run_1/pdn.png
Pins as bars on the die edge.
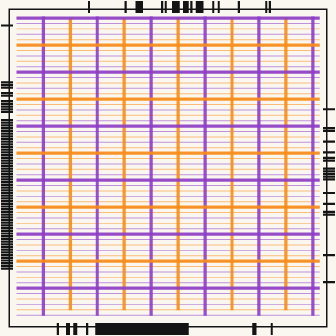
run_1/cell_classes.png
Bar = 50 um.
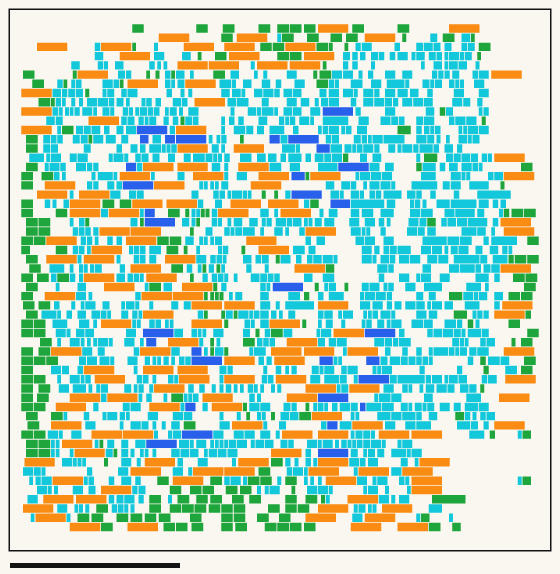
run_1/clock_map.png
Bar = 50 um.
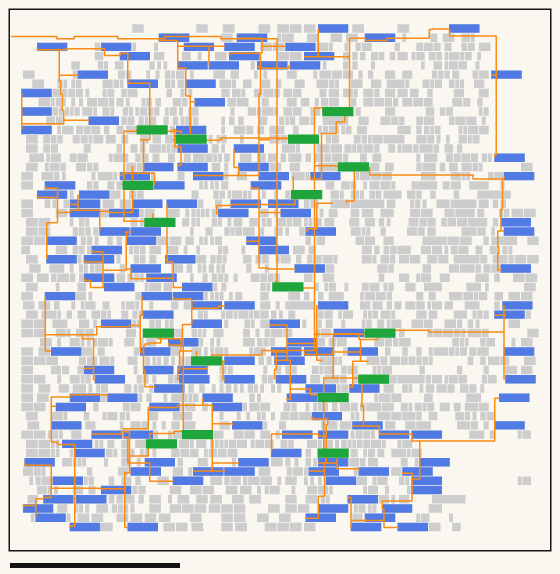
**src/rtl/rc4_key_search_scheduler.sv**
```systemverilog
// rc4_key_search_scheduler: hands interleaved RC4 keys to parallel crack cores, stops on the first hit
// Ports: clk/reset (async, active-high); go starts a search when not busy;
// core_rst/core_start/core_key drive each core; core_done/core_hit come back from each core;
// core_abort broadcasts stop; busy/found/failed/found_key/found_core/keys_tried report status.
module rc4_key_search_scheduler #(
    parameter int NUM_CORES = 4,
    parameter int KEY_WIDTH = 24,
    parameter logic [KEY_WIDTH-1:0] KEY_MAX = 24'h3FFFFF,
    localparam int CW = NUM_CORES > 1 ? $clog2(NUM_CORES) : 1
) (
    input  logic                           clk,
    input  logic                           reset,
    input  logic                           go,
    output logic [NUM_CORES-1:0]           core_rst,
    output logic [NUM_CORES-1:0]           core_start,
    output logic [NUM_CORES*KEY_WIDTH-1:0] core_key,
    input  logic [NUM_CORES-1:0]           core_done,
    input  logic [NUM_CORES-1:0]           core_hit,
    output logic                           core_abort,
    output logic                           busy,
    output logic                           found,
    output logic                           failed,
    output logic [KEY_WIDTH-1:0]           found_key,
    output logic [CW-1:0]                  found_core,
    output logic [KEY_WIDTH:0]             keys_tried
);
    typedef enum logic [1:0] {S_IDLE, S_SEARCH, S_FOUND, S_FAILED} state_t;
    typedef enum logic [2:0] {C_IDLE, C_RST, C_START, C_RUN, C_EXH} slot_t;
    localparam logic [KEY_WIDTH:0] STEP = (KEY_WIDTH+1)'(NUM_CORES);
    localparam logic [KEY_WIDTH:0] ONE = 1;
    state_t state, state_n;
    slot_t slot [NUM_CORES];
    slot_t slot_n [NUM_CORES];
    logic [KEY_WIDTH-1:0] key [NUM_CORES];
    logic [KEY_WIDTH-1:0] key_n [NUM_CORES];
    logic found_n, failed_n, abort_n, hit_any, all_exh;
    logic [KEY_WIDTH-1:0] found_key_n;
    logic [CW-1:0] found_core_n;
    logic [KEY_WIDTH:0] tried_n;
    always_comb begin
        state_n = state;
        slot_n = slot;
        key_n = key;
        found_n = found;
        failed_n = failed;
        abort_n = core_abort;
        found_key_n = found_key;
        found_core_n = found_core;
        tried_n = keys_tried;
        hit_any = 1'b0;
        all_exh = 1'b1;
        if (state != S_SEARCH) begin
            if (go) begin
                state_n = S_SEARCH;
                found_n = 1'b0;
                failed_n = 1'b0;
                abort_n = 1'b0;
                tried_n = '0;
                for (int c = 0; c < NUM_CORES; c++) begin
                    key_n[c] = KEY_WIDTH'(c);
                    slot_n[c] = C_RST;
                end
            end
        end else begin
            // ascending scan so the lowest-index hit wins a simultaneous tie
            for (int c = 0; c < NUM_CORES; c++) begin
                if (slot[c] == C_RST)
                    slot_n[c] = key[c] > KEY_MAX ? C_EXH : C_START;
                else if (slot[c] == C_START)
                    slot_n[c] = C_RUN;
                else if (slot[c] == C_RUN && core_done[c]) begin
                    tried_n = tried_n + ONE;
                    if (core_hit[c]) begin
                        if (!hit_any) begin
                            found_key_n = key[c];
                            found_core_n = CW'(c);
                        end
                        hit_any = 1'b1;
                    end else if ({1'b0, key[c]} + STEP > {1'b0, KEY_MAX})
                        slot_n[c] = C_EXH;
                    else begin
                        key_n[c] = key[c] + KEY_WIDTH'(NUM_CORES);
                        slot_n[c] = C_RST;
                    end
                end
                all_exh = all_exh && slot_n[c] == C_EXH;
            end
            if (hit_any || all_exh) begin
                state_n = hit_any ? S_FOUND : S_FAILED;
                found_n = hit_any;
                failed_n = !hit_any;
                abort_n = 1'b1;
                for (int c = 0; c < NUM_CORES; c++) slot_n[c] = C_IDLE;
            end
        end
    end
    always_ff @(posedge clk or posedge reset) begin
        if (reset) begin
            state <= S_IDLE;
            for (int c = 0; c < NUM_CORES; c++) begin
                slot[c] <= C_IDLE;
                key[c] <= '0;
            end
            found <= 1'b0;
            failed <= 1'b0;
            core_abort <= 1'b0;
            found_key <= '0;
            found_core <= '0;
            keys_tried <= '0;
        end else begin
            state <= state_n;
            slot <= slot_n;
            key <= key_n;
            found <= found_n;
            failed <= failed_n;
            core_abort <= abort_n;
            found_key <= found_key_n;
            found_core <= found_core_n;
            keys_tried <= tried_n;
        end
    end
    assign busy = state == S_SEARCH;
    for (genvar g = 0; g < NUM_CORES; g++) begin : g_core
        // a slot whose key is already past the range is never pulsed
        assign core_rst[g] = slot[g] == C_RST && key[g] <= KEY_MAX;
        assign core_start[g] = slot[g] == C_START;
        assign core_key[g*KEY_WIDTH +: KEY_WIDTH] = key[g];
    end
endmodule

```
**config.mk**
```make
export PLATFORM = sky130hd
export DESIGN_NAME = rc4_key_search_scheduler
export DESIGN_NICKNAME = d
export VERILOG_FILES = /design/src/rtl/rc4_key_search_scheduler.sv
export SDC_FILE = /design/constraint.sdc
export NUM_CORES = 1
export LEC_CHECK = 0
export CAP_MARGIN = 0
export CORE_MARGIN = 3
export CORE_UTILIZATION = 50
export DETAILED_ROUTE_END_ITERATION = 7
export GPL_TIMING_DRIVEN = 0
export PLACE_DENSITY = 0.74
export SYNTH_ARGS = -nofsm -noshare
export SYNTH_HDL_FRONTEND = slang
export SYNTH_SLANG_ARGS = --single-unit
```
**constraint.sdc**
```tcl
create_clock -name clk -period 7.6 [get_ports clk]
set_input_delay 1.9 -clock clk [delete_from_list [all_inputs] [get_ports clk]]
set_output_delay 1.9 -clock clk [all_outputs]
set_load 0.02 [all_outputs]
```
==> notes.md, run 1 <==
fresh numbers from the pnr run: part of the power in registers 0.348, DP Area 13,800 sq um, CP Capture Type flip-flop, area leader, netlist dfrtp_1, port bufs 165, max incr delay on CP 0.60 ns, Yosys Instances 1,423, number of global-route vias before repair 11.8k, Post-synth regs 158, WL/cell 21.7 um, FF-to-FF End keys_tried[23], Async S/R FF share, synth 1.00, floorplan-stage core utilization 0.513, Worst R2R Start keys_tried[0], distinct lib cells 107, Max-Cap Viols 0, Avg Vias per Cell 6.35, status completed, hold worst-path end core_key[24], Hold Crit Depth 1, area delta synth->final 22.7%, CP Launch Type input pin, Hold Path Class flip-flop to flip-flop, Worst Skew 0.0184 ns, first-pass GRT wire length 66.2 mm, Arr. time, crit path 7.14 ns, critical-path maximum fanout 10, PwrDens 209 nW/um^2, drt pass-1 iters 6, post-synthesis cell count 1,423, Commonest flop dfrtp_1, Core Util, Final 0.629, Ports 170
## Picture notes: pdn.png
Purple stands for VSS. Orange stands for VDD.
170 signal pins sit on the boundary. 56 met1 rails follow the rows.
Horiz. Die Dim: 159 um
CORE AREA: 22,800 sq um
Peak VDD IR: 0.000146 V
Die H: 159 um

## Picture notes: cell_classes.png
Cyan stands for all other logic, cells 1,179, share of their area 53%. Orange stands for flip-flops, cells 158, share of their area 28%. Blue stands for clock drivers and dummy loads, cells 32, share of their area 4.1%. Green stands for other buffers and delay cells, cells 255, share of their area 15%.
Design Area, Final: 14,400 sq um
Cell Rows: 55

## Picture notes: clock_map.png
Blue stands for flip-flops, count 158. Green stands for cells driving clock nets, count 17. Orange stands for clock wires, length 2,340 um.
There are 18 routed clock nets.

==> run 1: area by class of cell <==
cell class	instances	area (sq um)
Sequential cell	158	3950
Inverter	26	105
Fill cell	2114	8470
Buffer	89	412
Clock inverter	15	144
Clock buffer	17	425
Tap cell	313	392
Multi-Input combinational cell	1153	7270
Timing Repair Buffer	166	1680
==> run 1: Yosys cell counts (all sizes together), types with 7 or more instances <==
cell type / count
xor2: 56
dfrtp: 158
nand4b: 8
a22oi: 27
xnor2: 76
o31ai: 17
a221oi: 22
nand3: 61
and2: 21
nand4: 40
nand2b: 12
nor4: 28
or4: 12
and3: 19
buf: 22
nor2: 172
or3: 15
nand2: 149
nor2b: 7
o22ai: 8
o21ai: 103
nor3: 48
ha: 11
clkbuf: 67
a31oi: 11
inv: 25
and4: 8
or2: 8
nand3b: 17
a21oi: 67
o211ai: 15
a211oi: 9
==> run 1: metal layers <==
layer	GRT usage	routed length, um	vias to the layer above
met5	0	13	-
met4	0.128	1630	2
met3	0.0643	3580	121
met2	0.525	19500	680
met1	0.435	17400	5946
li1	-	-	5547
==> run 1: how the worst max path moves through the flow <==
stage                       startpoint        endpoint  slack [ns]  cells after the start
final                     core_done[0]  keys_tried[23]        0.78                     18
after global routing      core_done[0]  keys_tried[23]        0.59                     18
after CTS                 core_done[0]  keys_tried[23]        0.83                     18
after detailed placement  core_done[0]  keys_tried[23]        0.43                     18
after global placement           reset    core_key[80]       -0.97                      2
after floorplan                  reset      core_abort        1.44                      1
==> run 1: flip-flops by register name, summed over array words and instances (netlist names) <==
register,count
core_key,91
keys_tried,25
found_key,24
slot,12
found_core,2
core_abort,1
failed,1
found,1
state,1
==> run 1: kinds of logic after synthesis <==
logic type | share of synthesized area
buffers and inverters | 0.0434
AND-OR/OR-AND | 0.202
adder cells (fa/ha/maj) | 0.0117
multiplexers | 0.0100
other | 0.000320
AND/OR/NAND/NOR | 0.291
flip-flops | 0.337
XOR/XNOR | 0.104
==> run 1: power by group through the flow <==
stage / combinational (mW) / sequential, mW / clock, mW
after floorplan: 0.617 / 1.08 / 0
after global placement: 1.06 / 1.05 / 0
after detailed placement: 1.08 / 1.05 / 0
after CTS: 1.08 / 1.04 / 0.866
after global routing: 1.19 / 1.05 / 0.903
final: 1.10 / 1.05 / 0.865
## Run 2: what changed since run 1
--- a/config.mk
+++ b/config.mk
@@ -11,6 +11,8 @@
 export DETAILED_ROUTE_END_ITERATION = 7
 export GPL_TIMING_DRIVEN = 0
 export PLACE_DENSITY = 0.74
+export SKIP_CTS_REPAIR_TIMING = 1
+export SKIP_LAST_GASP = 1
 export SYNTH_ARGS = -nofsm -noshare
 export SYNTH_HDL_FRONTEND = slang
 export SYNTH_SLANG_ARGS = --single-unit
==> constraint.sdc (replaced) <==
create_clock -name clk -period 8.5 [get_ports clk]
set_input_delay 2.125 -clock clk [delete_from_list [all_inputs] [get_ports clk]]
set_output_delay 2.125 -clock clk [all_outputs]
set_load 0.02 [all_outputs]
==> run 2 against run 1 <==
Compared with the run above: via count did not move; sequential cell count did not move; setup slack improved by 0.68 ns; cell area did not move; largest power group unchanged; sequential share of layout area did not move; routed wire length did not move; synthesized cell count did not move; hold slack did not move.
==> notes.md, run 2 <==
fresh numbers from the pnr run: post-synthesis cell count 1,423, port bufs 165, xor/xnor share 0.104, Die H 159 um, drt pass-1 iters 6, max incr delay on CP 0.60 ns, CTS max path bufs 2, Ports 170, Post-Synth Simple-Gate Area 0.291, Complex Gates by Area 0.202, number of global-route vias before repair 11.8k, Residual DRC 0, first-pass GRT wire length 66.2 mm, WL/cell 21.7 um, final hold viol count 0, syn avg cell area 8.24 sq um, Max-Cap Viols 0, Cell Rows 55, status completed, CORE AREA 22,800 sq um, Hold Path Class flip-flop to flip-flop, die area 25,300 sq um, Horiz. Die Dim 159 um, area leader, netlist dfrtp_1, adder-cell share of the synthesized area 0.0117, floorplan-stage core utilization 0.513, GP Congestion 0.966, mux frac, synth 0.0100, Avg Vias per Cell 6.35, max reg flops 91, Synth logic family simple AND/OR/NAND/NOR gates, number of nets in the layout 1,633, critical-path maximum fanout 10, Arr. time, crit path 7.37 ns, Async S/R FF share, synth 1.00, Post-synth regs 158, most common logic cells in the final layout 171 x nor2_1, 165 x clkdlybuf4s50_1, 158 x dfrtp_1, area delta synth->final 22.7%, PwrDens 187 nW/um^2, CTS Root Cell clkbuf_16, most frequent cell after synthesis nor2_1, distinct lib cells 107, CP Capture Type flip-flop, Core Util, Final 0.629, Commonest Layout Cell nor2_1, Fin Hold WS 0.543 ns, Synth top cells by count 171 x nor2_1, 158 x dfrtp_1, 147 x nand2_1, 98 x o21ai_0, 74 x xnor2_1, Commonest flop dfrtp_1
[run 2: cell counts in the layout (fill, tap and decap cells not counted)]
Identical to the previous run, type by type.
[run 2: layout make-up]
class	count	area, sq um
plain buffers	89	412
multi-input cells	1153	7270
well taps	313	392
clock buffers	17	425
clock inverters	15	144
flip-flops and latches	158	3950
repair buffers	166	1680
inverters	26	105
fillers	2114	8470
[run 2: metal layers]
metal,track usage,part of all wire,up-vias
met5,0,0.00031,-
met4,0.128,0.039,2
met3,0.0643,0.085,121
met2,0.525,0.46,680
met1,0.435,0.41,5946
li1,-,-,5547
[run 2: kinds of logic after synthesis]
kind of cell / after synthesis
flip-flops: 158
multiplexers: 11
XOR/XNOR: 133
AND-OR/OR-AND: 348
other: 1
buffers and inverters: 115
adder cells (fa/ha/maj): 11
AND/OR/NAND/NOR: 646
[run 2: worst reg2reg max path, cell delays in order (launching register included)]
cell and delay [ns]:
dfrtp_1 0.51, ha_1 0.19, buf_2 0.20, nand3_2 0.22, or4_4 0.58, a2bb2oi_2 0.33
nand3b_4 0.16, buf_6 0.18, nor4_1 0.56, xor2_1 0.35, a21oi_2 0.29, nand4_1 0.14
xnor2_1 0.45, a21bo_1 0.31, or4_1 0.47, a32o_1 0.27
[run 2: through the flow]
step / setup slack (ns) / instance area [sq um] / cells
2_1_floorplan: 2.11 / 11700 / 1426
3_3_place_gp: -0.291 / 13800 / 1904
3_5_place_dp: 1.11 / 13800 / 1905
4_1_cts: 1.51 / 14400 / 1937
5_1_grt: 1.27 / 14400 / 1937
6_report: 1.46 / 14400 / 1937
[run 2: final timing paths]
path | startpoint | end | slack (ns) | cells after the start
max | core_done[0] | keys_tried[23] | 1.46 | 18
min | core_key[24] | core_key[24] | 0.54 | 1
max reg2reg | keys_tried[0] | keys_tried[23] | 3.16 | 15
min reg2reg | core_key[24] | core_key[24] | 0.54 | 1
max in group asynchronous | reset | keys_tried[23] | 5.51 | 3
min in group asynchronous | reset | core_key[43] | 2.11 | 2
[run 2: where the power goes]
group / switching, mW / internal [mW] / total, mW
Sequential: 0.111 / 0.824 / 0.935
Combinational: 0.636 / 0.344 / 0.981
Clock: 0.382 / 0.391 / 0.773
Total: 1.13 / 1.56 / 2.69
run_2/clock_map.png
Bar = 50 um.
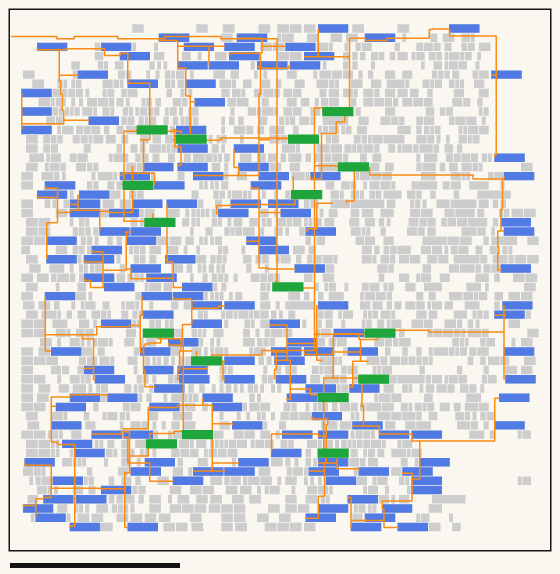
Clock Power: 0.773 mW
Worst-Skew Late Latency: 0.45 ns
clock share of power: 0.288
Worst Skew: 0.0184 ns

run_2/final_clocks.png
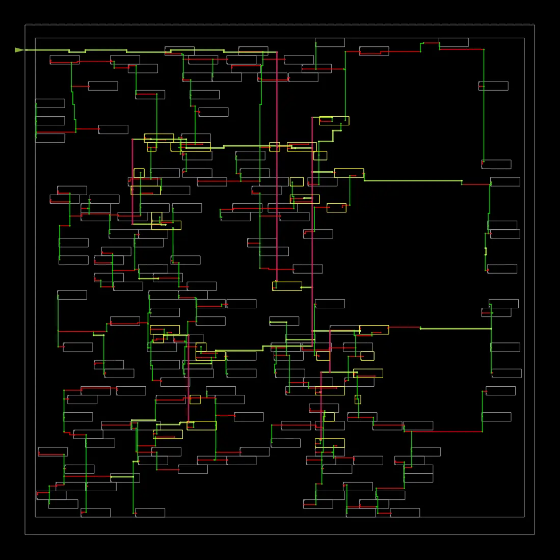
clkbuf count: 17
total CTS buffers: 17

run_2/pdn.png
Pins as bars on the die edge.
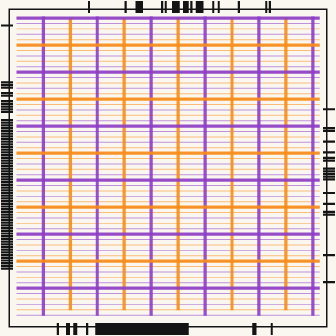
Peak VDD IR: 0.000131 V

## Run 3: what changed since run 2
--- a/config.mk
+++ b/config.mk
@@ -10,7 +10,7 @@
 export CORE_UTILIZATION = 50
 export DETAILED_ROUTE_END_ITERATION = 7
 export GPL_TIMING_DRIVEN = 0
-export PLACE_DENSITY = 0.74
+export PLACE_DENSITY = 0.77
 export SKIP_CTS_REPAIR_TIMING = 1
 export SKIP_LAST_GASP = 1
 export SYNTH_ARGS = -nofsm -noshare
==> constraint.sdc (replaced) <==
create_clock -name clk -period 6.4 [get_ports clk]
set_input_delay 1.6 -clock clk [delete_from_list [all_inputs] [get_ports clk]]
set_output_delay 1.6 -clock clk [all_outputs]
set_load 0.02 [all_outputs]
==> run 3 against run 2 <==
Compared with the run above: routed wire length decreased by 1.4%; setup slack worse by 1.2 ns; synthesized area stayed put; count of clock-buffer cells in the layout increased by 1; core utilization grew 0.44 points; critical path depth up 1; power grew 35%; sequential share of layout area shrank 0.19 points; synthesized cell count stayed put; first-iteration DRC count up 8.8%; sequential cell count is the same.
==> notes.md, run 3 <==
fresh numbers from the pnr run: die area 25,300 sq um, area leader, netlist dfrtp_1, first-pass GRT wire length 65.6 mm, Avg Vias per Cell 6.34, setup slack, reg-to-reg 0.98 ns, Commonest flop dfrtp_1, Async S/R FF share, synth 1.00, number of global-route vias before repair 11.8k, most frequent cell after synthesis nor2_1, status completed, Yosys Instances 1,423, Hold Crit Depth 1, CP Launch Type input pin, Die H 159 um, Hold Path Class flip-flop to flip-flop, Cell Rows 55, critical-path maximum fanout 10, CP Capture Type flip-flop, post-synthesis cell count 1,423, FF-to-FF path depth 15, floorplan-stage core utilization 0.513, Ports 170, Horiz. Die Dim 159 um, Worst Skew 0.0134 ns
run 3: through the flow:
step | worst slack (ns) | util | cell area [sq um]
floorplan | 0.537 | - | 11700
global placement | -1.84 | 0.603 | 13800
detailed placement | -0.476 | 0.605 | 13800
CTS | -0.0501 | 0.631 | 14400
global route | 0.166 | 0.634 | 14500
finish | 0.284 | 0.634 | 14500
run 3: how the worst min path moves through the flow:
stage                  startpoint            end
floorplan                 slot[1]        slot[1]
global placement    found_core[1]  found_core[1]
detailed placement  found_core[1]  found_core[1]
CTS                 found_core[1]  found_core[1]
global route        found_core[1]  found_core[1]
finish              found_core[1]  found_core[1]
run 3: area by class of cell:
cell class / instances / area, sq um / share of cell area
multi-input combinational: 1153 / 7280 / 0.503
sequential: 158 / 3950 / 0.273
timing repair buffer: 171 / 1720 / 0.119
clock buffer: 18 / 439 / 0.0303
buffer: 89 / 412 / 0.0284
tap: 313 / 392 / 0.0270
clock inverter: 14 / 175 / 0.0121
inverter: 26 / 105 / 0.00726
antenna: 1 / 2.50 / 0.000173
run 3: cells by family (layout without fill, tap and decap cells):
group,Yosys count,after routing,share of synthesized area
AND/OR/NAND/NOR,646,646,0.291
AND-OR/OR-AND,348,348,0.202
flip-flops,158,158,0.337
XOR/XNOR,133,133,0.104
buffers and inverters,115,318,0.0434
adder cells (fa/ha/maj),11,11,0.0117
multiplexers,11,11,0.0100
other,1,5,0.000320
run 3: power breakdown:
| group | switching [mW] | total (mW) | internal [mW] |
|---|---|---|---|
| registers | 0.145 | 1.24 | 1.10 |
| clock network | 0.479 | 1.08 | 0.602 |
| logic | 0.842 | 1.30 | 0.462 |
| total | 1.47 | 3.63 | 2.16 |
run 3: per-layer routing:
| layer | up-vias | global-route usage | part of all wire |
|---|---|---|---|
| met5 | - | 0 | 0.00031 |
| met4 | 2 | 0.114 | 0.033 |
| li1 | 5552 | - | - |
| met1 | 5964 | 0.432 | 0.40 |
| met3 | 105 | 0.0674 | 0.099 |
| met2 | 694 | 0.511 | 0.47 |
run_3/final_clocks.png
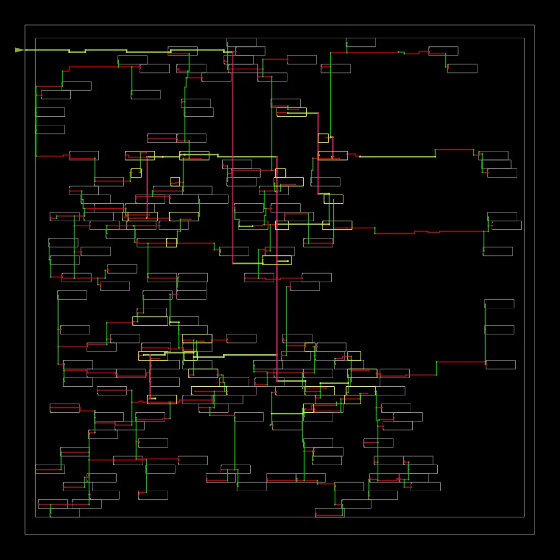
clkbuf count: 18
Clock Power: 1.08 mW
Worst-Skew Late Latency: 0.44 ns

run_3/pdn.png
Pins as bars on the die edge.
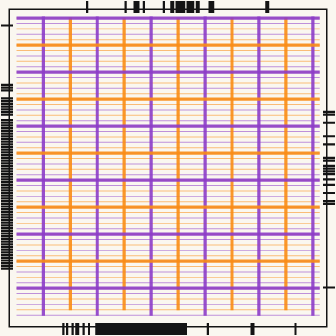
Purple stands for VSS. Orange stands for VDD.
170 signal pins sit on the boundary. 56 met1 rails follow the rows. 11 straps on met4. 11 straps on met5.
Peak VDD IR: 0.000206 V

run_3/cell_classes.png
Bar = 50 um.
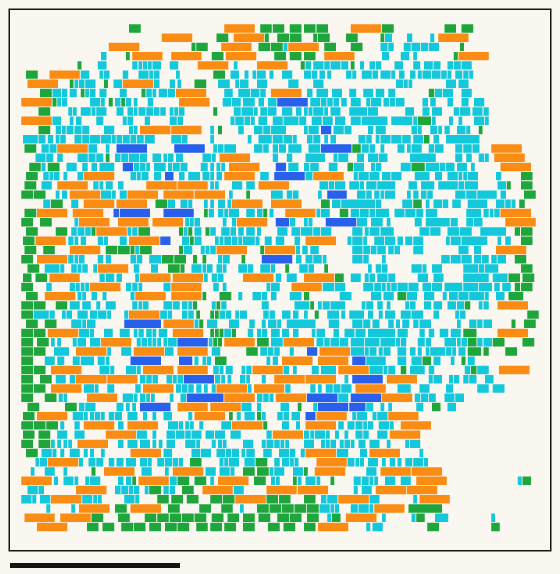
Green stands for other buffers and delay cells, cells 260, share of their area 15%. Cyan stands for all other logic, cells 1,179, share of their area 52%. Orange stands for flip-flops, cells 158, share of their area 28%. Blue stands for clock drivers and dummy loads, cells 32, share of their area 4.4%.

Power and IR drop assume default switching activity.
